### Selected gate families, run 1

The bar under the picture is 20 um long.
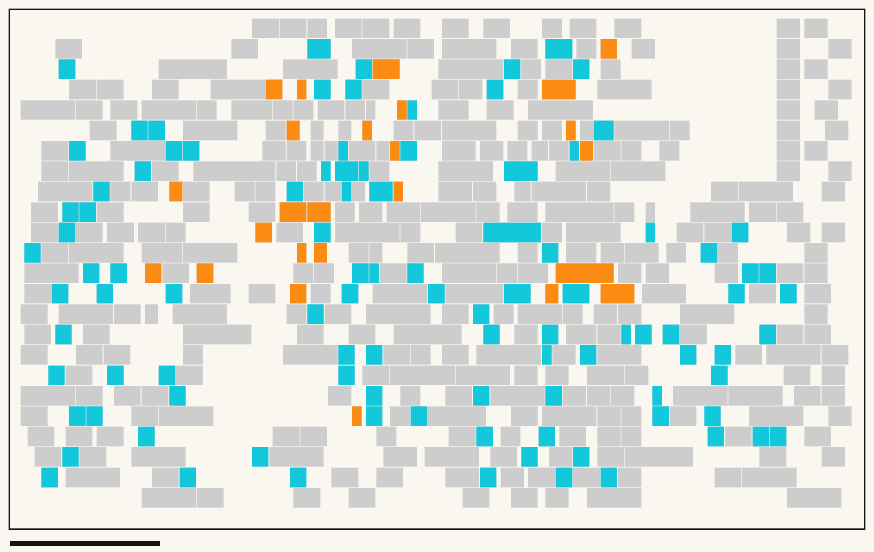
### Cell density map, run 1

11 x 7 tiles, from dark blue (low) to red (high), 0 to 100% covered.
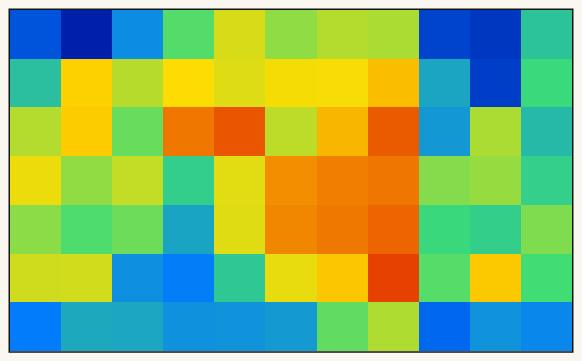
### Routing congestion, run 1

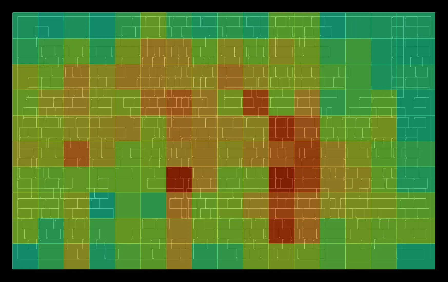
**src/rtl/decode_pkg.sv**
```systemverilog
// Shared opcode map, ALU op codes and the decoded-instruction record
// used by the combinational decoder and the decode/execute pipeline stage.
`timescale 1ns/1ps
package decode_pkg;

  localparam logic [5:0] OPC_ADD  = 6'd0;
  localparam logic [5:0] OPC_SUB  = 6'd1;
  localparam logic [5:0] OPC_AND  = 6'd2;
  localparam logic [5:0] OPC_OR   = 6'd3;
  localparam logic [5:0] OPC_XOR  = 6'd4;
  localparam logic [5:0] OPC_NOR  = 6'd5;
  localparam logic [5:0] OPC_SHL  = 6'd6;
  localparam logic [5:0] OPC_SHR  = 6'd7;
  localparam logic [5:0] OPC_ADDI = 6'd8;
  localparam logic [5:0] OPC_LT   = 6'd9;
  localparam logic [5:0] OPC_GT   = 6'd10;
  localparam logic [5:0] OPC_CTRL = 6'd13;
  localparam logic [5:0] OPC_MUL  = 6'd14;
  // Loads and stores ignore opc[5]; that bit selects byte access.
  localparam logic [4:0] OPC_LOAD_LO  = 5'b01011;
  localparam logic [4:0] OPC_STORE_LO = 5'b01100;

  localparam logic [4:0] RD_BEQ = 5'd1;
  localparam logic [4:0] RD_BLT = 5'd2;
  localparam logic [4:0] RD_BGT = 5'd3;

  localparam logic [3:0] ALU_ADD = 4'd0;
  localparam logic [3:0] ALU_EQ  = 4'd8;
  localparam logic [3:0] ALU_LT  = 4'd9;
  localparam logic [3:0] ALU_GT  = 4'd10;
  localparam logic [3:0] ALU_MUL = 4'd11;

  typedef struct packed {
    logic [5:0]  opc;
    logic [4:0]  ra;
    logic [4:0]  rb;
    logic [4:0]  rd;
    logic [10:0] imm;
    logic [3:0]  alu_op;
    logic        we;
    logic        ld;
    logic        str;
    logic        byt;
    logic        brn;
    logic        jmp;
    logic        jlx;
    logic        addi;
    logic        mul;
    logic        ill;
  } dec_t;

endpackage

```
**src/rtl/decode_comb.sv**
```systemverilog
// Pure combinational instruction decoder: 32-bit word to dec_t record.
// The immediate stays 11 bits here; widening is left to the consumer.
`timescale 1ns/1ps
module decode_comb
  import decode_pkg::*;
(
  input  logic [31:0] inst_i,
  output dec_t        dec_o
);

  logic [5:0] opc;
  logic [4:0] rd;
  logic       is_ctrl;
  logic       beq;
  logic       blt;
  logic       bgt;

  always_comb begin
    opc     = inst_i[31:26];
    rd      = inst_i[15:11];
    is_ctrl = (opc == OPC_CTRL);
    beq     = is_ctrl & (rd == RD_BEQ);
    blt     = is_ctrl & (rd == RD_BLT);
    bgt     = is_ctrl & (rd == RD_BGT);

    dec_o      = '0;
    dec_o.opc  = opc;
    dec_o.ra   = inst_i[25:21];
    dec_o.rb   = inst_i[20:16];
    dec_o.rd   = rd;
    dec_o.imm  = inst_i[10:0];
    dec_o.ld   = (opc[4:0] == OPC_LOAD_LO);
    dec_o.str  = (opc[4:0] == OPC_STORE_LO);
    dec_o.byt  = opc[5];
    dec_o.mul  = (opc == OPC_MUL);
    dec_o.addi = (opc == OPC_ADDI);
    dec_o.brn  = is_ctrl;
    dec_o.jmp  = is_ctrl & (rd[3:0] == 4'd0);
    dec_o.jlx  = dec_o.jmp & rd[4];
    // Everything up to MUL is mapped; above that only byte load/store exist.
    dec_o.ill  = ~((opc <= OPC_MUL) | dec_o.ld | dec_o.str);
    dec_o.we   = (opc <= OPC_GT) | dec_o.ld | dec_o.mul;

    if (opc <= OPC_SHR)                 dec_o.alu_op = opc[3:0];
    else if (beq)                       dec_o.alu_op = ALU_EQ;
    else if ((opc == OPC_LT) | blt)     dec_o.alu_op = ALU_LT;
    else if ((opc == OPC_GT) | bgt)     dec_o.alu_op = ALU_GT;
    else if (dec_o.mul)                 dec_o.alu_op = ALU_MUL;
    else                                dec_o.alu_op = ALU_ADD;
  end

endmodule

```
**src/rtl/decode_pipe.sv**
```systemverilog
// Decode stage with a decode/execute pipeline register, valid/ready on both
// sides, load-use and MUL-latency interlocks, branch flush and imm widening.
`timescale 1ns/1ps
module decode_pipe
  import decode_pkg::*;
#(
  parameter int XLEN    = 32,
  parameter int MUL_LAT = 3
) (
  input  logic            clk,
  input  logic            rst,
  input  logic            flush,
  input  logic            in_valid,
  output logic            in_ready,
  input  logic [31:0]     in_inst,
  output logic            out_valid,
  input  logic            out_ready,
  output logic [5:0]      out_opc,
  output logic [4:0]      out_ra,
  output logic [4:0]      out_rb,
  output logic [4:0]      out_rd,
  output logic [XLEN-1:0] out_imm,
  output logic [3:0]      out_alu_op,
  output logic            out_we,
  output logic            out_ld,
  output logic            out_str,
  output logic            out_byt,
  output logic            out_brn,
  output logic            out_jmp,
  output logic            out_jlx,
  output logic            out_addi,
  output logic            out_mul,
  output logic            out_ill
);

  localparam int CW = (MUL_LAT > 1) ? $clog2(MUL_LAT) : 1;
  localparam logic [CW-1:0] MUL_RELOAD = CW'(MUL_LAT - 1);

  dec_t          in_dec;
  dec_t          out_q, out_d;
  logic          out_valid_q, out_valid_d;
  logic [CW-1:0] mul_cnt_q, mul_cnt_d;
  logic [4:0]    mul_rd_q, mul_rd_d;
  logic          lu_hazard, mul_hazard, hazard, load_en, in_fire;

  decode_comb u_decode_comb (
    .inst_i (in_inst),
    .dec_o  (in_dec)
  );

  always_comb begin
    lu_hazard  = in_valid & out_valid_q & out_q.ld &
                 ((out_q.rd == in_dec.ra) | (out_q.rd == in_dec.rb));
    mul_hazard = in_valid & (mul_cnt_q != '0) &
                 ((mul_rd_q == in_dec.ra) | (mul_rd_q == in_dec.rb));
    hazard     = lu_hazard | mul_hazard;
    load_en    = ~out_valid_q | out_ready;
    in_ready   = load_en & ~hazard & ~flush;
    in_fire    = in_valid & in_ready;
  end

  always_comb begin
    out_d       = out_q;
    out_valid_d = out_valid_q;
    mul_rd_d    = mul_rd_q;
    mul_cnt_d   = (mul_cnt_q != '0) ? mul_cnt_q - CW'(1) : mul_cnt_q;

    if (flush) begin
      out_valid_d = 1'b0;
      mul_cnt_d   = '0;
    end else if (load_en) begin
      // A stalled input leaves a bubble behind when the register drains.
      out_valid_d = in_fire;
      if (in_fire) out_d = in_dec;
    end

    if (in_fire & in_dec.mul) begin
      mul_cnt_d = MUL_RELOAD;
      mul_rd_d  = in_dec.rd;
    end
  end

  always_ff @(posedge clk) begin
    if (rst) begin
      out_q       <= '0;
      out_valid_q <= 1'b0;
      mul_cnt_q   <= '0;
      mul_rd_q    <= '0;
    end else begin
      out_q       <= out_d;
      out_valid_q <= out_valid_d;
      mul_cnt_q   <= mul_cnt_d;
      mul_rd_q    <= mul_rd_d;
    end
  end

  assign out_valid  = out_valid_q;
  assign out_opc    = out_q.opc;
  assign out_ra     = out_q.ra;
  assign out_rb     = out_q.rb;
  assign out_rd     = out_q.rd;
  assign out_imm    = {{(XLEN-11){out_q.imm[10]}}, out_q.imm};
  assign out_alu_op = out_q.alu_op;
  assign out_we     = out_q.we;
  assign out_ld     = out_q.ld;
  assign out_str    = out_q.str;
  assign out_byt    = out_q.byt;
  assign out_brn    = out_q.brn;
  assign out_jmp    = out_q.jmp;
  assign out_jlx    = out_q.jlx;
  assign out_addi   = out_q.addi;
  assign out_mul    = out_q.mul;
  assign out_ill    = out_q.ill;

endmodule
```
**config.mk**
```make
export PLATFORM = sky130hd
export DESIGN_NAME = decode_pipe
export DESIGN_NICKNAME = d
export VERILOG_FILES = /design/src/rtl/decode_pkg.sv /design/src/rtl/decode_comb.sv /design/src/rtl/decode_pipe.sv
export SDC_FILE = /design/constraint.sdc
export NUM_CORES = 1
export LEC_CHECK = 0
export ABC_AREA = 0
export CAP_MARGIN = 15
export CORE_ASPECT_RATIO = 0.6
export CORE_UTILIZATION = 40
export CTS_CLUSTER_SIZE = 24
export DETAILED_ROUTE_END_ITERATION = 8
export PLACE_DENSITY = 0.85
export SLEW_MARGIN = 20
export SYNTH_ARGS = -nofsm -noshare
export SYNTH_HDL_FRONTEND = slang
export SYNTH_SLANG_ARGS = --single-unit
export TNS_END_PERCENT = 20
```
**constraint.sdc**
```tcl
create_clock -name clk -period 1.55 [get_ports clk]
set_input_delay 0.155 -clock clk [delete_from_list [all_inputs] [get_ports clk]]
set_output_delay 0.155 -clock clk [all_outputs]
set_load 0.02 [all_outputs]
```
==> report_table.html, run 1 <==
<p>Metrics extracted from the flow reports.</p>
<table>
<tr><th>Metric</th><th>Value</th></tr>
<tr><th colspan="2">Synthesis</th></tr>
<tr><td>Cell Type Count</td><td>48</td></tr>
<tr><td>Syn_nets</td><td>between 300 and 400</td></tr>
<tr><td>Share of async-settable or async-resettable flops after synthesis</td><td>0</td></tr>
<tr><td>Post-synthesis instance area</td><td>between 3000 and 4000 um^2</td></tr>
<tr><td>Synthesized area per cell</td><td>around 9.4 um^2</td></tr>
<tr><td>Sequential element share of the synthesized area</td><td>0.354</td></tr>
<tr><td>Dominant register cell</td><td>dfxtp_1</td></tr>
<tr><td>Total of flip-flops plus latches after synthesis</td><td>~53</td></tr>
<tr><td>Post-synth area hogs</td><td>dfxtp_1 35%, nand2b_1 16%, mux2i_1 14%</td></tr>
<tr><td>Total cells reported by yosys after synthesis</td><td>319</td></tr>
<tr><td>Largest area contributor in the netlist</td><td>dfxtp_1</td></tr>
<tr><td>Count of flip-flops with a built-in enable after synthesis</td><td>0</td></tr>
<tr><td>Yosys Warn Count</td><td>0</td></tr>
<tr><td>Area share of the leading cell type in the synthesized netlist</td><td>0.354</td></tr>
<tr><td>Yosys-reported design area after synthesis</td><td>between 3000 and 4000 um^2</td></tr>
<tr><td>Gate Count Post-Synth</td><td>roughly 320</td></tr>
<tr><th colspan="2">Clock network</th></tr>
<tr><td>Clock Tree Buf Depth</td><td>2</td></tr>
<tr><td>Resized Gates After CTS</td><td>around 43</td></tr>
<tr><td>Clock root buffer</td><td>clkbuf_16</td></tr>
<tr><td>Latency at later pin</td><td>about 0.30 ns</td></tr>
<tr><td>Post-CTS Hold Buffers</td><td>0</td></tr>
<tr><td>CTS tree</td><td>done</td></tr>
<tr><td>Clock sink count</td><td>roughly 53</td></tr>
<tr><td>Clock Pin Slew Worst Setup and Hold Paths</td><td>0.07 ns</td></tr>
<tr><td>Number of setup buffers added after CTS</td><td>1</td></tr>
<tr><td>Number of CTS-inserted buffers</td><td>5</td></tr>
<tr><td>CTS H-Tree Depth</td><td>2</td></tr>
<tr><th colspan="2">Final layout</th></tr>
<tr><td>Fraction of final layout cells sized beyond drive strength 1</td><td>0.205</td></tr>
<tr><td>Post-synthesis to final-layout area growth</td><td>51.8%</td></tr>
<tr><td>Final instance area</td><td>around 4600 um^2</td></tr>
<tr><td># diodes</td><td>0</td></tr>
<tr><td>NumNets Final</td><td>roughly 480</td></tr>
<tr><th colspan="2">Routing</th></tr>
<tr><td>Number of routed nets with antenna violations</td><td>0</td></tr>
<tr><td>Iteration-0 DRC count of the detailed router</td><td>about 120</td></tr>
<tr><td>First-pass detailed-route iteration total</td><td>4</td></tr>
<tr><td>Routed metal-1 wire length</td><td>3670 um</td></tr>
<tr><td>WL per Instance</td><td>roughly 14 um</td></tr>
<tr><td>Met3 Routed Length</td><td>just over 700 um</td></tr>
<tr><td>Detailed-route DRC error count</td><td>0</td></tr>
<tr><td>Final wirelength</td><td>7810 um</td></tr>
<tr><td>Via total after detailed routing</td><td>approximately 2.6k</td></tr>
<tr><td>Via-per-instance ratio</td><td>approximately 4.8</td></tr>
<tr><td>Top sig layer</td><td>met4</td></tr>
<tr><td>Total length of routed met2 wires</td><td>3280 um</td></tr>
<tr><th colspan="2">STA</th></tr>
<tr><td>Max Freq</td><td>0.552 GHz</td></tr>
<tr><td>Post-route clock period utilization</td><td>1.17</td></tr>
<tr><td>Setup Viol. Count Final</td><td>~53</td></tr>
<tr><td>Count of pins over their slew limit</td><td>0</td></tr>
<tr><td>Minimum period implied by the final worst setup slack</td><td>between 1.5 and 2 ns</td></tr>
<tr><td>Pin slew with the least headroom to its limit</td><td>0.417 ns</td></tr>
<tr><td>Clock skew</td><td>between 0.004 and 0.005 ns</td></tr>
<tr><td>Number of failing hold endpoints at the final stage</td><td>0</td></tr>
<tr><td>Unrepaired setup endpoints after global routing</td><td>true</td></tr>
<tr><td>Fin worst setup slack</td><td>-0.260 ns</td></tr>
<tr><td>Worst relative slew slack</td><td>0.720</td></tr>
<tr><th colspan="2">Worst setup path</th></tr>
<tr><td>Worst Path Max Fanout</td><td>3</td></tr>
<tr><td>Nature of the critical path startpoint</td><td>flop</td></tr>
<tr><td>CP max-delay cell</td><td>nor4_2</td></tr>
<tr><td>Critical path endpoint category</td><td>output port</td></tr>
<tr><td>CP peak stage delay</td><td>between 0.3 and 0.4 ns</td></tr>
<tr><td>Cells traversed along the worst timing path</td><td>xor2_1, nor4_2, nand3_2, nand3_2, nor3b_2, buf_4</td></tr>
<tr><td>Data required time at the worst endpoint</td><td>1.39 ns</td></tr>
<tr><td>Top cell by count, worst path</td><td>nand3_2</td></tr>
<tr><td>Top Family by Delay on Critical Path</td><td>simple AND/OR/NAND/NOR gates</td></tr>
<tr><td>Critical path class</td><td>flop to output port</td></tr>
<tr><td>Worst path bufs/invs</td><td>1</td></tr>
<tr><td>Data arrival time at the worst-slack endpoint</td><td>roughly 1.7 ns</td></tr>
<tr><th colspan="2">Power and ir drop</th></tr>
<tr><td>Internal power of the cells</td><td>~2.6 mW</td></tr>
<tr><td>Power share of the clock group</td><td>0.378</td></tr>
<tr><td>Fraction of power consumed by sequential logic</td><td>0.412</td></tr>
<tr><td>Power Total</td><td>3.51 mW</td></tr>
<tr><td>Peak supply drop</td><td>roughly 0.00041 V</td></tr>
<tr><td>Standby leakage power</td><td>approximately 1.9 nW</td></tr>
<tr><td>Switching power total</td><td>approximately 910 uW</td></tr>
<tr><td>Switching power as a share of total power</td><td>0.259</td></tr>
<tr><td>Combinational power share</td><td>0.210</td></tr>
<tr><td>Power per standard cell area</td><td>approximately 770 nW/um^2</td></tr>
<tr><th colspan="2">Placement</th></tr>
<tr><td>Placed wire-length estimate</td><td>between 5000 and 6000 um</td></tr>
<tr><td>Number of input and output port buffers inserted</td><td>approximately 110</td></tr>
<tr><td>Post-Place Setup Slack</td><td>-0.731 ns</td></tr>
<tr><td>Placer's final routability congestion estimate</td><td>between 0.8 and 0.9</td></tr>
<tr><td>Post-placement cell area</td><td>approximately 4300 um^2</td></tr>
<tr><th colspan="2">Global routing</th></tr>
<tr><td>Most used routing layer in global routing</td><td>met2</td></tr>
<tr><td>Largest net degree at the start of global routing</td><td>~50</td></tr>
<tr><td>GR Util met3</td><td>0.0783</td></tr>
<tr><td>Wire length of the first global-routing pass</td><td>roughly 13000 um</td></tr>
<tr><td>Antenna violations before repair</td><td>0</td></tr>
<tr><td>Residual overflow from global routing</td><td>0</td></tr>
<tr><td>Number of global-route vias before repair</td><td>about 2.6k</td></tr>
<tr><th colspan="2">Flow run</th></tr>
<tr><td>Max capacitance violation total</td><td>0</td></tr>
<tr><td>Count of tool warnings</td><td>29</td></tr>
<tr><th colspan="2">Hold path</th></tr>
<tr><td>Worst hold path type</td><td>input port to flop</td></tr>
<tr><th colspan="2">Floorplan</th></tr>
<tr><td>Die height</td><td>between 60 and 70 um</td></tr>
<tr><td>Die ar.</td><td>7860 um^2</td></tr>
<tr><td>Die width</td><td>around 110 um</td></tr>
<tr><td>Site row count</td><td>24</td></tr>
<tr><td>Top-Level Pins</td><td>~110</td></tr>
<tr><th colspan="2">Status</th></tr>
<tr><td>Violations in the final reports</td><td>negative setup slack</td></tr>
<tr><td>Result of the run</td><td>complete, but fails checks</td></tr>
</table>
About 'Selected gate families':
legend:
  orange:
    family: nor cells
    cells: 25
    most_used: nor2_1
  cyan:
    family: nand cells
    cells: 101
    most_used: nand2b_1
final cell count without fillers: 543
proportion of cell area occupied by multi-input gates: 0.379
most frequently placed logic cell in the final layout: nand2b_1

About 'Cell density map':
emptiest ninth of the die: upper right
mean over tiles: 56%
tiles over 75% full: 21%
densest ninth of the die: centre
fullest tile: 93%
effective utilization at floorplan: 0.413
Core Footprint: 7270 um^2
Final Util: 0.627

About 'Routing congestion':
met2 track demand over resource in global routing: 0.316
M1 GR Usage: 0.260
combined global-route utilization of all metal layers: 0.205

[run 1: final timing paths]
kind | from | to | slack (ns) | cells after the start
max | out_rd[0]$_SDFFE_PP0P_ | in_ready | -0.26 | 6
min | rst | out_addi$_SDFFE_PP0P_ | 0.29 | 3
max reg2reg | out_rd[0]$_SDFFE_PP0P_ | out_rd[0]$_SDFFE_PP0P_ | -0.23 | 7
min reg2reg | out_imm[0]$_SDFFE_PP0P_ | out_imm[0]$_SDFFE_PP0P_ | 0.47 | 2
[run 1: placed cells by master, fill, tap and decap left out, drive strengths merged, types with 7 or more instances in the layout]
cell	n
nand2b	77
clkdlybuf4s50	69
dfxtp	53
buf	52
mux2i	41
dlygate4sd2	31
xnor2	17
nand2	11
nor2	8
a21oi	7
[run 1: per-stage QoR]
stage / hold slack [ns] / setup TNS [ns] / instances
3_5_place_dp: 0.464 / -26.80 / 533
4_1_cts: 0.278 / -9.38 / 542
3_3_place_gp: 0.458 / -23.57 / 533
6_report: 0.291 / -10.24 / 543
5_1_grt: 0.327 / -13.64 / 543
2_1_floorplan: 0.310 / -1.83 / 319
[run 1: power by group through the flow]
stage / Sequential, mW / Clock (mW) / Combinational [mW]
finish: 1.44 / 1.33 / 0.738
global route: 1.45 / 1.42 / 0.787
floorplan: 1.54 / 0 / 0.346
CTS: 1.44 / 1.36 / 0.734
detailed placement: 1.47 / 0 / 0.759
global placement: 1.47 / 0 / 0.742
[run 1: worst min-delay path, delay by kind of cell]
kind          cells  cell delay [ns]
simple gates      1             0.13
buf+inv           1             0.20
mux               1             0.05
[run 1: cell families (layout without fill, tap and decap cells)]
| family | Yosys count | count (layout) | synth area share |
|---|---|---|---|
| flip-flops | 53 | 53 | 0.354 |
| XOR/XNOR | 20 | 20 | 0.0584 |
| AND-OR/OR-AND | 25 | 25 | 0.0626 |
| buffers and inverters | 44 | 164 | 0.0947 |
| multiplexers | 44 | 44 | 0.148 |
| AND/OR/NAND/NOR | 133 | 133 | 0.283 |
[run 1: area by class of cell]
| cell class | count | area, um^2 |
|---|---|---|
| sequential | 53 | 1090 |
| clock inverter | 2 | 37.5 |
| fill | 627 | 2710 |
| tap | 104 | 130 |
| multi-input combinational | 222 | 1730 |
| inverter | 2 | 7.51 |
| timing repair buffer | 154 | 1420 |
| clock buffer | 6 | 139 |
[run 1: cells in the mapped netlist, types with 2 or more instances]
cell type,number
buf_2,2
inv_1,2
nand3_1,3
nand4_1,4
mux2_1,3
nor2_1,8
mux2i_1,41
nand4b_1,3
clkbuf_1,13
a211oi_2,3
nand2b_1,77
o22ai_1,3
and4b_1,2
dfxtp_1,53
nor3_1,6
a41oi_1,3
buf_4,23
a21oi_1,7
nand2_1,11
buf_8,2
xor2_1,3
xnor2_1,17
nor2b_1,5
[run 1: state kept, by name (all words and copies together) (netlist names)]
register,cells
mul_cnt_q,2
mul_rd_q,5
out_addi,1
out_alu_op,4
out_brn,1
out_ill,1
out_imm,11
out_jlx,1
out_jmp,1
out_ld,1
out_mul,1
out_opc,6
out_ra,5
out_rb,5
out_rd,5
out_str,1
out_valid,1
out_we,1
### Signal wires by layer, run 1

The bar under the picture is 20 um long.
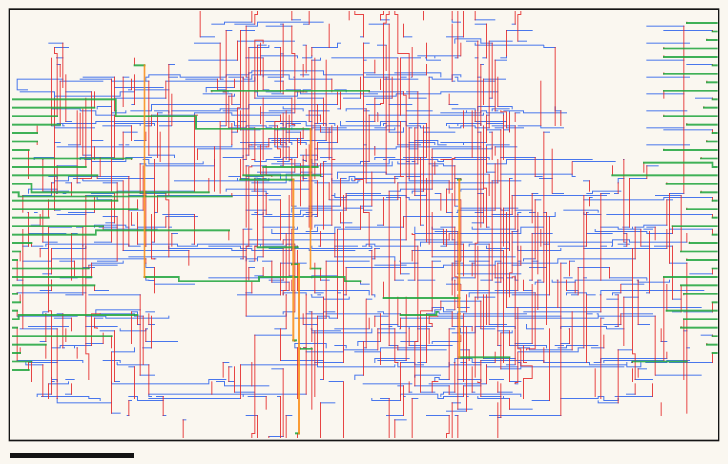

==> run 2: changes to the inputs <==
--- a/config.mk
+++ b/config.mk
@@ -8,10 +8,10 @@
 export ABC_AREA = 0
 export CAP_MARGIN = 15
 export CORE_ASPECT_RATIO = 0.6
-export CORE_UTILIZATION = 40
+export CORE_UTILIZATION = 41
 export CTS_CLUSTER_SIZE = 24
 export DETAILED_ROUTE_END_ITERATION = 8
-export PLACE_DENSITY = 0.85
+export PLACE_DENSITY = 0.87
 export SLEW_MARGIN = 20
 export SYNTH_ARGS = -nofsm -noshare
 export SYNTH_HDL_FRONTEND = slang
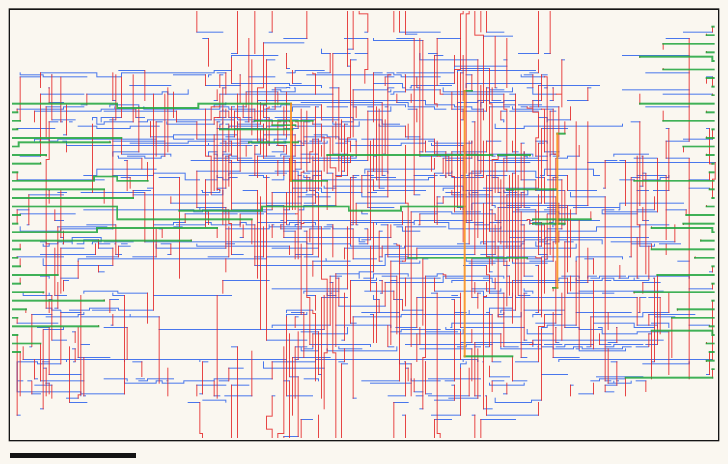
*Signal wires by layer, run 2*
The bar under the picture is 20 um long.
legend:
  green:
    layer: metal 3
    wire_length: 647 um
  red:
    layer: metal 2
    wire_length: 3620 um
  blue:
    layer: metal 1
    wire_length: 3830 um
  orange:
    layer: metal 4
    wire_length: 78.9 um
via total after detailed routing: 2665
final wirelength: 8180 um
WL per Instance: 15.4 um
combined global-route utilization of all metal layers: 0.221

==> run 2 against run 1 <==
  * The flow still finishes with violations (negative setup slack)
  * Synthesized area unchanged
  * First-iteration DRC count is 53% higher
  * Sequential power hardly changed
  * Non-clock buffer count rose by 5
  * Hold slack better by 0.043 ns
  * Cell area increased by 1.3%
  * Utilization up 4.4 points
  * Clock skew fell by 0.00053 ns
  * Cell count down 2.2%
  * Die area fell by 2.4%
  * Highest routed layer unchanged
==> report_table.html, run 2 <==
<p>Metrics extracted from the flow reports.</p>
<table>
<tr><th>Metric</th><th>Value</th></tr>
<tr><th colspan="2">Power and ir drop</th></tr>
<tr><td>Switching power as a share of total power</td><td>0.274</td></tr>
<tr><td>Combinational power share</td><td>0.233</td></tr>
<tr><td>Power Total</td><td>around 3.3 mW</td></tr>
<tr><td>Standby leakage power</td><td>~1.9 nW</td></tr>
<tr><td>Switching power total</td><td>approximately 900 uW</td></tr>
<tr><td>Power per standard cell area</td><td>about 720 nW/um^2</td></tr>
<tr><td>Power share of the clock group</td><td>0.334</td></tr>
<tr><td>Internal power of the cells</td><td>~2.4 mW</td></tr>
<tr><td>Peak supply drop</td><td>about 0.00044 V</td></tr>
<tr><td>Fraction of power consumed by sequential logic</td><td>0.433</td></tr>
<tr><th colspan="2">Synthesis</th></tr>
<tr><td>Most frequent cells after synthesis</td><td>77 x nand2b_1, 53 x dfxtp_1, 41 x mux2i_1, 23 x buf_4, 17 x xnor2_1</td></tr>
<tr><td>Yosys Warn Count</td><td>0</td></tr>
<tr><td>Most frequently used cell type in the post-synthesis netlist</td><td>nand2b_1</td></tr>
<tr><td>Gate Count Post-Synth</td><td>approximately 320</td></tr>
<tr><td>Basic-gate share of the synthesized area counting and, or, nand and nor cells</td><td>0.283</td></tr>
<tr><td>Syn_nets</td><td>356</td></tr>
<tr><td>Top non-seq family</td><td>simple AND/OR/NAND/NOR gates</td></tr>
<tr><td>Total cells reported by yosys after synthesis</td><td>approximately 320</td></tr>
<tr><td>Yosys-reported design area after synthesis</td><td>roughly 3000 um^2</td></tr>
<tr><td>Largest area contributor in the netlist</td><td>dfxtp_1</td></tr>
<tr><td>Cell Type Count</td><td>48</td></tr>
<tr><td>Total of flip-flops plus latches after synthesis</td><td>approximately 53</td></tr>
<tr><td>Area fraction in mux cells</td><td>0.148</td></tr>
<tr><td>Post-synthesis instance area</td><td>between 3000 and 4000 um^2</td></tr>
<tr><td>Area share of the leading cell type in the synthesized netlist</td><td>0.354</td></tr>
<tr><td>Sequential element share of the synthesized area</td><td>0.354</td></tr>
<tr><td>Synthesized area per cell</td><td>about 9.4 um^2</td></tr>
<tr><td>Share of async-settable or async-resettable flops after synthesis</td><td>0</td></tr>
<tr><td>Complex-gate fraction of the synthesized area</td><td>0.0626</td></tr>
<tr><td>Share of synthesized cell area in full adder, half adder and majority cells</td><td>0</td></tr>
<tr><td>Dominant register cell</td><td>dfxtp_1</td></tr>
<tr><td>Count of flip-flops with a built-in enable after synthesis</td><td>0</td></tr>
<tr><td>Post-synth area hogs</td><td>dfxtp_1 35%, nand2b_1 16%, mux2i_1 14%</td></tr>
<tr><td>Xor/xnor share of the synthesized area</td><td>0.0584</td></tr>
<tr><th colspan="2">STA</th></tr>
<tr><td>Number of failing hold endpoints at the final stage</td><td>0</td></tr>
<tr><td>Minimum period implied by the final worst setup slack</td><td>about 1.9 ns</td></tr>
<tr><td>Setup Viol. Count Final</td><td>between 50 and 60</td></tr>
<tr><td>Clock skew</td><td>between 0.004 and 0.005 ns</td></tr>
<tr><td>Setup Total Neg Slack</td><td>-12.15 ns</td></tr>
<tr><td>Post-route clock period utilization</td><td>1.24</td></tr>
<tr><td>Unrepaired setup endpoints after global routing</td><td>true</td></tr>
<tr><td>Pin slew with the least headroom to its limit</td><td>0.404 ns</td></tr>
<tr><td>Fin worst setup slack</td><td>-0.365 ns</td></tr>
<tr><td>Count of pins over their slew limit</td><td>0</td></tr>
<tr><td>Worst relative slew slack</td><td>0.729</td></tr>
<tr><td>Max Freq</td><td>about 0.52 GHz</td></tr>
<tr><th colspan="2">Final layout</th></tr>
<tr><td>Final Util</td><td>0.671</td></tr>
<tr><td>Most frequently placed logic cell in the final layout</td><td>nand2b_1</td></tr>
<tr><td>Fraction of final layout cells sized beyond drive strength 1</td><td>0.207</td></tr>
<tr><td>NumNets Final</td><td>480</td></tr>
<tr><td># diodes</td><td>0</td></tr>
<tr><td>Flip-flop count of the largest register after layout</td><td>11</td></tr>
<tr><td>Post-synthesis to final-layout area growth</td><td>53.8%</td></tr>
<tr><td>Most common logic cells in the final layout</td><td>77 x nand2b_1, 70 x clkdlybuf4s50_1, 45 x dfxtp_1, 45 x buf_4, 41 x mux2i_1</td></tr>
<tr><th colspan="2">Clock network</th></tr>
<tr><td>Clock root buffer</td><td>clkbuf_16</td></tr>
<tr><td>CTS H-Tree Depth</td><td>2</td></tr>
<tr><td>Clock Tree Buf Depth</td><td>2</td></tr>
<tr><td>CTS tree</td><td>done</td></tr>
<tr><td>Number of CTS-inserted buffers</td><td>5</td></tr>
<tr><td>Post-CTS Hold Buffers</td><td>0</td></tr>
<tr><td>Clock Pin Slew Worst Setup and Hold Paths</td><td>around 0.070 ns</td></tr>
<tr><td>Clock sink count</td><td>roughly 53</td></tr>
<tr><th colspan="2">Worst setup path</th></tr>
<tr><td>Critical path class</td><td>input port to output port</td></tr>
<tr><td>Critical R2R Launch</td><td>out_rd[0]$_SDFFE_PP0P_</td></tr>
<tr><td>Worst-case register-to-register setup slack</td><td>-0.34 ns</td></tr>
<tr><td>Worst Path Max Fanout</td><td>3</td></tr>
<tr><td>RR Endpoint</td><td>out_we$_SDFFE_PP0P_</td></tr>
<tr><td>Data arrival time at the worst-slack endpoint</td><td>between 1.5 and 2 ns</td></tr>
<tr><td>Critical path endpoint category</td><td>output port</td></tr>
<tr><td>Launch point of the critical path</td><td>in_valid</td></tr>
<tr><td>Nature of the critical path startpoint</td><td>input port</td></tr>
<tr><td>R2r worst-path depth</td><td>7</td></tr>
<tr><td>Setup crit end</td><td>in_ready</td></tr>
<tr><td>Data required time at the worst endpoint</td><td>1.39 ns</td></tr>
<tr><th colspan="2">Global routing</th></tr>
<tr><td>Wire length of the first global-routing pass</td><td>roughly 13000 um</td></tr>
<tr><td>Number of global-route vias before repair</td><td>~2.6k</td></tr>
<tr><td>Largest net degree at the start of global routing</td><td>about 50</td></tr>
<tr><td>Antenna violations before repair</td><td>0</td></tr>
<tr><td>Residual overflow from global routing</td><td>0</td></tr>
<tr><th colspan="2">Floorplan</th></tr>
<tr><td>Top-Level Pins</td><td>between 100 and 150</td></tr>
<tr><td>Effective utilization at floorplan</td><td>0.436</td></tr>
<tr><td>Core Footprint</td><td>slightly below 7000 um^2</td></tr>
<tr><td>Die ar.</td><td>approximately 7700 um^2</td></tr>
<tr><td>Die width</td><td>between 100 and 150 um</td></tr>
<tr><td>Die height</td><td>68.3 um</td></tr>
<tr><td>Site row count</td><td>23</td></tr>
<tr><th colspan="2">Placement</th></tr>
<tr><td>Placer's final routability congestion estimate</td><td>slightly above 0.9</td></tr>
<tr><td>Number of input and output port buffers inserted</td><td>105</td></tr>
<tr><td>Placed wire-length estimate</td><td>between 5000 and 6000 um</td></tr>
<tr><th colspan="2">Routing</th></tr>
<tr><td>Number of routed nets with antenna violations</td><td>0</td></tr>
<tr><td>Detailed-route DRC error count</td><td>0</td></tr>
<tr><td>First-pass detailed-route iteration total</td><td>4</td></tr>
<tr><td>Iteration-0 DRC count of the detailed router</td><td>~180</td></tr>
<tr><td>Via-per-instance ratio</td><td>~5</td></tr>
<tr><th colspan="2">Flow run</th></tr>
<tr><td>Count of tool warnings</td><td>29</td></tr>
<tr><td>Max capacitance violation total</td><td>0</td></tr>
<tr><th colspan="2">Status</th></tr>
<tr><td>Violations in the final reports</td><td>negative setup slack</td></tr>
<tr><td>Result of the run</td><td>complete, but fails checks</td></tr>
<tr><th colspan="2">Hold path</th></tr>
<tr><td>Worst hold path type</td><td>input port to flop</td></tr>
</table>
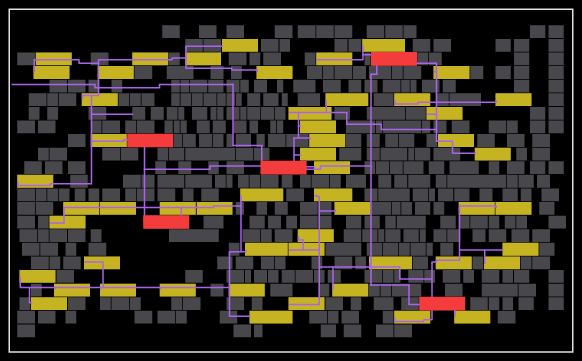
*Clock network drawn from the DEF, run 2*
legend:
  red:
    item: clock drivers
    count: 5
  purple:
    item: clock wires
    length: 722 um
  yellow:
    item: flip-flops
    count: 53
routed clock nets: 6
P_clk: 1.11 mW
Latency at later pin: 0.30 ns

-- run 2: layout make-up --
class                      instances  area [um^2]
fill                             552         2260
multi-input combinational        222         1740
timing repair buffer             159         1530
sequential                        53         1090
clock buffer                       7          133
tap                               87          109
clock inverter                     1         7.51
inverter                           2         7.51
-- run 2: kinds of logic (layout without fill, tap and decap cells) --
kind of cell,Yosys count,in the layout
buf+inv,44,169
compound gates,25,25
simple gates,133,133
xor+xnor,20,20
mux,44,44
flops,53,53
-- run 2: metrics by stage --
| stage | hold WS [ns] | instance area [um^2] | instances | worst slack (ns) |
|---|---|---|---|---|
| finish | 0.334 | 4610 | 531 | -0.365 |
| global route | 0.354 | 4610 | 531 | -0.425 |
| CTS | 0.330 | 4570 | 530 | -0.290 |
| detailed placement | 0.464 | 4290 | 514 | -0.720 |
| global placement | 0.457 | 4290 | 514 | -0.640 |
| floorplan | 0.310 | 3050 | 319 | -0.107 |
-- run 2: worst min path at each step --
stage                                       start                      end  slack (ns)  cells after the start
after floorplan                        in_inst[0]  out_imm[0]$_SDFFE_PP0P_        0.31                      2
after global placement    out_imm[5]$_SDFFE_PP0P_  out_imm[5]$_SDFFE_PP0P_        0.46                      2
after detailed placement   out_rb[1]$_SDFFE_PP0P_   out_rb[1]$_SDFFE_PP0P_        0.46                      2
after CTS                             in_inst[16]   out_rb[0]$_SDFFE_PP0P_        0.33                      3
after global routing                  in_inst[16]   out_rb[0]$_SDFFE_PP0P_        0.35                      3
final                                 in_inst[16]   out_rb[0]$_SDFFE_PP0P_        0.33                      3
-- run 2: per-layer routing --
metal | vias up | global-route usage | routed length, um
li1 | 1319 | - | -
met1 | 1238 | 0.278 | 3830
met2 | 101 | 0.362 | 3620
met3 | 7 | 0.0753 | 646
met4 | 0 | 0.0667 | 78
met5 | - | 0 | 0
-- run 2: repair_timing --
action,4_1_cts,5_1_grt
endpoints found under the setup margin,77,56
pin swaps,5,2
resized,51,8
gates cloned,3,0
setup buffers,5,1
-- run 2: power groups by stage --
stage / Sequential [mW] / Clock, mW / Combinational (mW)
after floorplan: 1.54 / 0 / 0.346
after global placement: 1.47 / 0 / 0.736
after detailed placement: 1.47 / 0 / 0.750
after CTS: 1.45 / 1.14 / 0.774
after global routing: 1.45 / 1.20 / 0.831
final: 1.45 / 1.11 / 0.779
-- run 2: critical path, stage by stage --
cell and delay (ns):
clkdlybuf4s50_1 0.51, nand3_2 0.12, nor4_2 0.35, buf_4 0.19, nand3_4 0.10, nand3_4 0.13, nor3b_2 0.05, buf_4 0.15
### Routing congestion, run 2

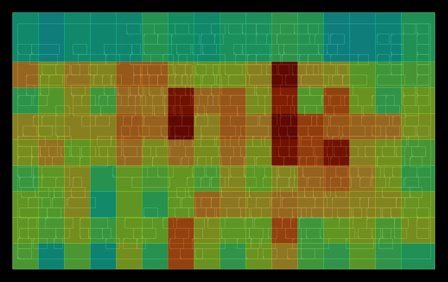

==> run 3: changes to the inputs <==
==> constraint.sdc (replaced) <==
create_clock -name clk -period 1.7 [get_ports clk]
set_input_delay 0.17 -clock clk [delete_from_list [all_inputs] [get_ports clk]]
set_output_delay 0.17 -clock clk [all_outputs]
set_load 0.02 [all_outputs]
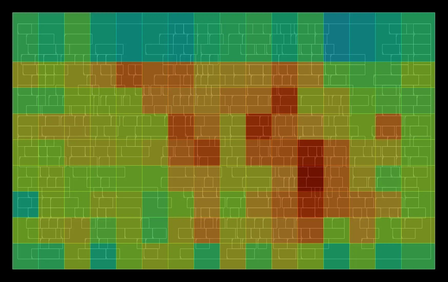
*Routing congestion, run 3*
combined global-route utilization of all metal layers: 0.225
GR Util met3: 0.0797
M1 GR Usage: 0.288

==> run 3 against run 2 <==
  * The flow still finishes with violations (negative setup slack)
  * Setup slack improved by 0.19 ns
  * Die area did not move
  * Sequential share of layout area fell by 0.34 points
  * Power fell by 3.1%
  * Cell area rose by 0.98%
  * Synthesized cell count did not move
  * Sequential cell count did not move
  * Critical path depth fell by 1
  * Highest routed layer unchanged
==> report_table.html, run 3 <==
<p>Metrics extracted from the flow reports.</p>
<table>
<tr><th>Metric</th><th>Value</th></tr>
<tr><th colspan="2">Status</th></tr>
<tr><td>Result of the run</td><td>complete, but fails checks</td></tr>
<tr><td>Violations in the final reports</td><td>negative setup slack</td></tr>
<tr><th colspan="2">Synthesis</th></tr>
<tr><td>Most frequent cells after synthesis</td><td>77 x nand2b_1, 53 x dfxtp_1, 41 x mux2i_1, 23 x buf_4, 17 x xnor2_1</td></tr>
<tr><td>Dominant register cell</td><td>dfxtp_1</td></tr>
<tr><td>Syn_nets</td><td>approximately 360</td></tr>
<tr><td>Count of flip-flops with a built-in enable after synthesis</td><td>0</td></tr>
<tr><td>Gate Count Post-Synth</td><td>around 320</td></tr>
<tr><td>Post-synthesis instance area</td><td>~3000 um^2</td></tr>
<tr><td>Area share of the leading cell type in the synthesized netlist</td><td>0.354</td></tr>
<tr><td>Share of async-settable or async-resettable flops after synthesis</td><td>0</td></tr>
<tr><td>Yosys-reported design area after synthesis</td><td>between 3000 and 4000 um^2</td></tr>
<tr><td>Cell Type Count</td><td>between 40 and 50</td></tr>
<tr><td>Largest area contributor in the netlist</td><td>dfxtp_1</td></tr>
<tr><td>Yosys Warn Count</td><td>0</td></tr>
<tr><td>Post-synth area hogs</td><td>dfxtp_1 35%, nand2b_1 16%, mux2i_1 14%</td></tr>
<tr><td>Synthesized area per cell</td><td>~9.4 um^2</td></tr>
<tr><td>Total cells reported by yosys after synthesis</td><td>around 320</td></tr>
<tr><td>Sequential element share of the synthesized area</td><td>0.354</td></tr>
<tr><td>Total of flip-flops plus latches after synthesis</td><td>about 53</td></tr>
<tr><th colspan="2">Worst setup path</th></tr>
<tr><td>CP max-delay cell</td><td>dfxtp_4</td></tr>
<tr><td>Cells traversed along the worst timing path</td><td>buf_6, xnor2_1, nand2_1, or3_4, buf_4, nand4_4, mux2_1</td></tr>
<tr><td>Critical path class</td><td>flop to flop</td></tr>
<tr><td>CP peak stage delay</td><td>0.36 ns</td></tr>
<tr><td>Worst path bufs/invs</td><td>2</td></tr>
<tr><td>Data arrival time at the worst-slack endpoint</td><td>between 2 and 2.5 ns</td></tr>
<tr><td>Critical path endpoint category</td><td>flop</td></tr>
<tr><td>Worst-case register-to-register setup slack</td><td>-0.17 ns</td></tr>
<tr><td>Top Family by Delay on Critical Path</td><td>simple AND/OR/NAND/NOR gates</td></tr>
<tr><td>Data required time at the worst endpoint</td><td>between 1.5 and 2 ns</td></tr>
<tr><td>Nature of the critical path startpoint</td><td>flop</td></tr>
<tr><th colspan="2">Power and ir drop</th></tr>
<tr><td>Standby leakage power</td><td>between 2 and 2.5 nW</td></tr>
<tr><td>Peak supply drop</td><td>0.000362 V</td></tr>
<tr><td>Switching power total</td><td>about 860 uW</td></tr>
<tr><td>Internal power of the cells</td><td>between 2 and 2.5 mW</td></tr>
<tr><td>Switching power as a share of total power</td><td>0.266</td></tr>
<tr><td>Power per standard cell area</td><td>between 600 and 700 nW/um^2</td></tr>
<tr><td>Power share of the clock group</td><td>0.366</td></tr>
<tr><td>Combinational power share</td><td>0.227</td></tr>
<tr><th colspan="2">STA</th></tr>
<tr><td>Pin slew with the least headroom to its limit</td><td>around 0.43 ns</td></tr>
<tr><td>Fin worst setup slack</td><td>-0.172 ns</td></tr>
<tr><td>Max Freq</td><td>approximately 0.53 GHz</td></tr>
<tr><td>Post-route clock period utilization</td><td>1.10</td></tr>
<tr><td>Setup Viol. Count Final</td><td>between 50 and 60</td></tr>
<tr><td>Worst relative slew slack</td><td>0.711</td></tr>
<tr><td>Unrepaired setup endpoints after global routing</td><td>true</td></tr>
<tr><td>Setup Total Neg Slack</td><td>-3.23 ns</td></tr>
<tr><td>Count of pins over their slew limit</td><td>0</td></tr>
<tr><td>Number of failing hold endpoints at the final stage</td><td>0</td></tr>
<tr><td>Clock skew</td><td>0.0103 ns</td></tr>
<tr><td>Minimum period implied by the final worst setup slack</td><td>about 1.9 ns</td></tr>
<tr><th colspan="2">Global routing</th></tr>
<tr><td>Antenna violations before repair</td><td>0</td></tr>
<tr><td>Wire length of the first global-routing pass</td><td>roughly 13000 um</td></tr>
<tr><td>Number of global-route vias before repair</td><td>2520</td></tr>
<tr><th colspan="2">Routing</th></tr>
<tr><td>First-pass detailed-route iteration total</td><td>4</td></tr>
<tr><td>Iteration-0 DRC count of the detailed router</td><td>between 200 and 250</td></tr>
<tr><td>Number of routed nets with antenna violations</td><td>0</td></tr>
<tr><td>Via-per-instance ratio</td><td>5.11</td></tr>
<tr><td>Detailed-route DRC error count</td><td>0</td></tr>
<tr><th colspan="2">Clock network</th></tr>
<tr><td>Latency at later pin</td><td>0.30 ns</td></tr>
<tr><td>Clock sink count</td><td>53</td></tr>
<tr><td>Clock root buffer</td><td>clkbuf_16</td></tr>
<tr><td>Clock Pin Slew Worst Setup and Hold Paths</td><td>about 0.070 ns</td></tr>
<tr><td>Post-CTS Hold Buffers</td><td>0</td></tr>
<tr><td>CTS tree</td><td>done</td></tr>
<tr><td>Clock Tree Buf Depth</td><td>2</td></tr>
<tr><th colspan="2">Flow run</th></tr>
<tr><td>Count of tool warnings</td><td>29</td></tr>
<tr><td>Max capacitance violation total</td><td>0</td></tr>
<tr><th colspan="2">Placement</th></tr>
<tr><td>Number of input and output port buffers inserted</td><td>about 110</td></tr>
<tr><td>Post-placement cell area</td><td>around 4200 um^2</td></tr>
<tr><td>Placed wire-length estimate</td><td>roughly 5700 um</td></tr>
<tr><th colspan="2">Floorplan</th></tr>
<tr><td>Die height</td><td>68.3 um</td></tr>
<tr><td>Site row count</td><td>23</td></tr>
<tr><td>Die ar.</td><td>approximately 7700 um^2</td></tr>
<tr><td>Die width</td><td>around 110 um</td></tr>
<tr><td>Core Footprint</td><td>about 6900 um^2</td></tr>
<tr><td>Effective utilization at floorplan</td><td>0.436</td></tr>
<tr><th colspan="2">Final layout</th></tr>
<tr><td>Flip-flop count of the largest register after layout</td><td>11</td></tr>
<tr><td>Number of fill cells in the layout</td><td>between 400 and 500</td></tr>
<tr><td>Final instance area</td><td>approximately 4700 um^2</td></tr>
<tr><td>NumNets Final</td><td>471</td></tr>
<tr><td>Most common logic cells in the final layout</td><td>76 x nand2b_1, 76 x clkdlybuf4s50_1, 43 x dfxtp_1</td></tr>
<tr><td>Fraction of final layout cells sized beyond drive strength 1</td><td>0.200</td></tr>
<tr><td>Final Util</td><td>0.677</td></tr>
<tr><td># diodes</td><td>0</td></tr>
<tr><td>Post-synthesis to final-layout area growth</td><td>55.3%</td></tr>
<tr><th colspan="2">Hold path</th></tr>
<tr><td>Worst hold path type</td><td>input port to flop</td></tr>
</table>
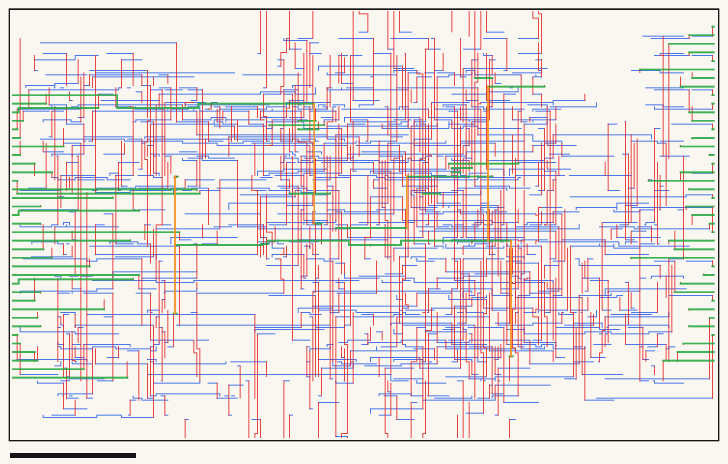
*Signal wires by layer, run 3*
The bar under the picture is 20 um long.
legend:
  blue:
    layer: metal 1
    wire_length: 4010 um
  red:
    layer: metal 2
    wire_length: 3680 um
  green:
    layer: metal 3
    wire_length: 657 um
  orange:
    layer: metal 4
    wire_length: 91.8 um
via total after detailed routing: 2666
final wirelength: 8440 um
WL per Instance: 16.2 um

[run 3: cell counts after synthesis]
No cell type changed its count.
[run 3: cells by family (layout without fill, tap and decap cells)]
group,after synthesis,count (layout),share of synthesized area
multiplexers,44,44,0.148
buffers and inverters,44,160,0.0947
flip-flops,53,53,0.354
AND/OR/NAND/NOR,133,133,0.283
XOR/XNOR,20,20,0.0584
AND-OR/OR-AND,25,25,0.0626
[run 3: layout make-up]
cell class              instances  area (um^2)  area share
inverters                       2         7.51     0.00161
repair buffers                150         1530       0.329
flip-flops and latches         53         1080       0.233
clock inverters                 2         38.8     0.00832
well taps                      87          109      0.0234
clock buffers                   6          129      0.0277
multi-input cells             222         1760       0.378
[run 3: routing by layer]
layer  routed length [um]  track usage  vias up
li1                     -            -     1297
met1                 4010        0.288     1256
met2                 3680        0.359      102
met3                  656       0.0797       11
met4                   91       0.0667        0
met5                    0            0        -
[run 3: final timing paths]
check,start,end,cells after the start
hold / removal,rst,out_alu_op[3]$_SDFFE_PP0P_,2
setup / recovery,out_rd[0]$_SDFFE_PP0P_,out_alu_op[2]$_SDFFE_PP0P_,7
setup reg to reg,out_rd[0]$_SDFFE_PP0P_,out_alu_op[2]$_SDFFE_PP0P_,7
hold reg to reg,out_imm[7]$_SDFFE_PP0P_,out_imm[7]$_SDFFE_PP0P_,2
[run 3: repair_timing]
action,in CTS,in global routing
cloned,2,1
resized,23,37
buffers inserted,4,0
setup endpoints to repair,52,77
pin swaps,2,6
[run 3: power by group through the flow]
stage	Clock, mW	Sequential, mW	Combinational [mW]
floorplan	0	1.41	0.313
global placement	0	1.34	0.670
detailed placement	0	1.35	0.682
CTS	1.20	1.32	0.711
global route	1.26	1.32	0.778
finish	1.18	1.32	0.733
[run 3: worst reg2reg max path: stages (launching register included)]
cell and delay (ns):
dfxtp_4 0.36, buf_6 0.12, xnor2_1 0.14, nand2_1 0.12, or3_4 0.35, buf_4 0.17, nand4_4 0.15, mux2_1 0.34
[run 3: through the flow]
step,setup WS [ns],power [mW],cells,hold WS [ns]
3_5_place_dp,-0.548,2.03,508,0.462
3_3_place_gp,-0.548,2.02,508,0.457
5_1_grt,-0.240,3.37,522,0.239
6_report,-0.172,3.23,522,0.232
2_1_floorplan,-0.00170,1.72,319,0.325
4_1_cts,-0.146,3.23,522,0.224
No activity file was given, so power comes from the tool's default toggle rates.
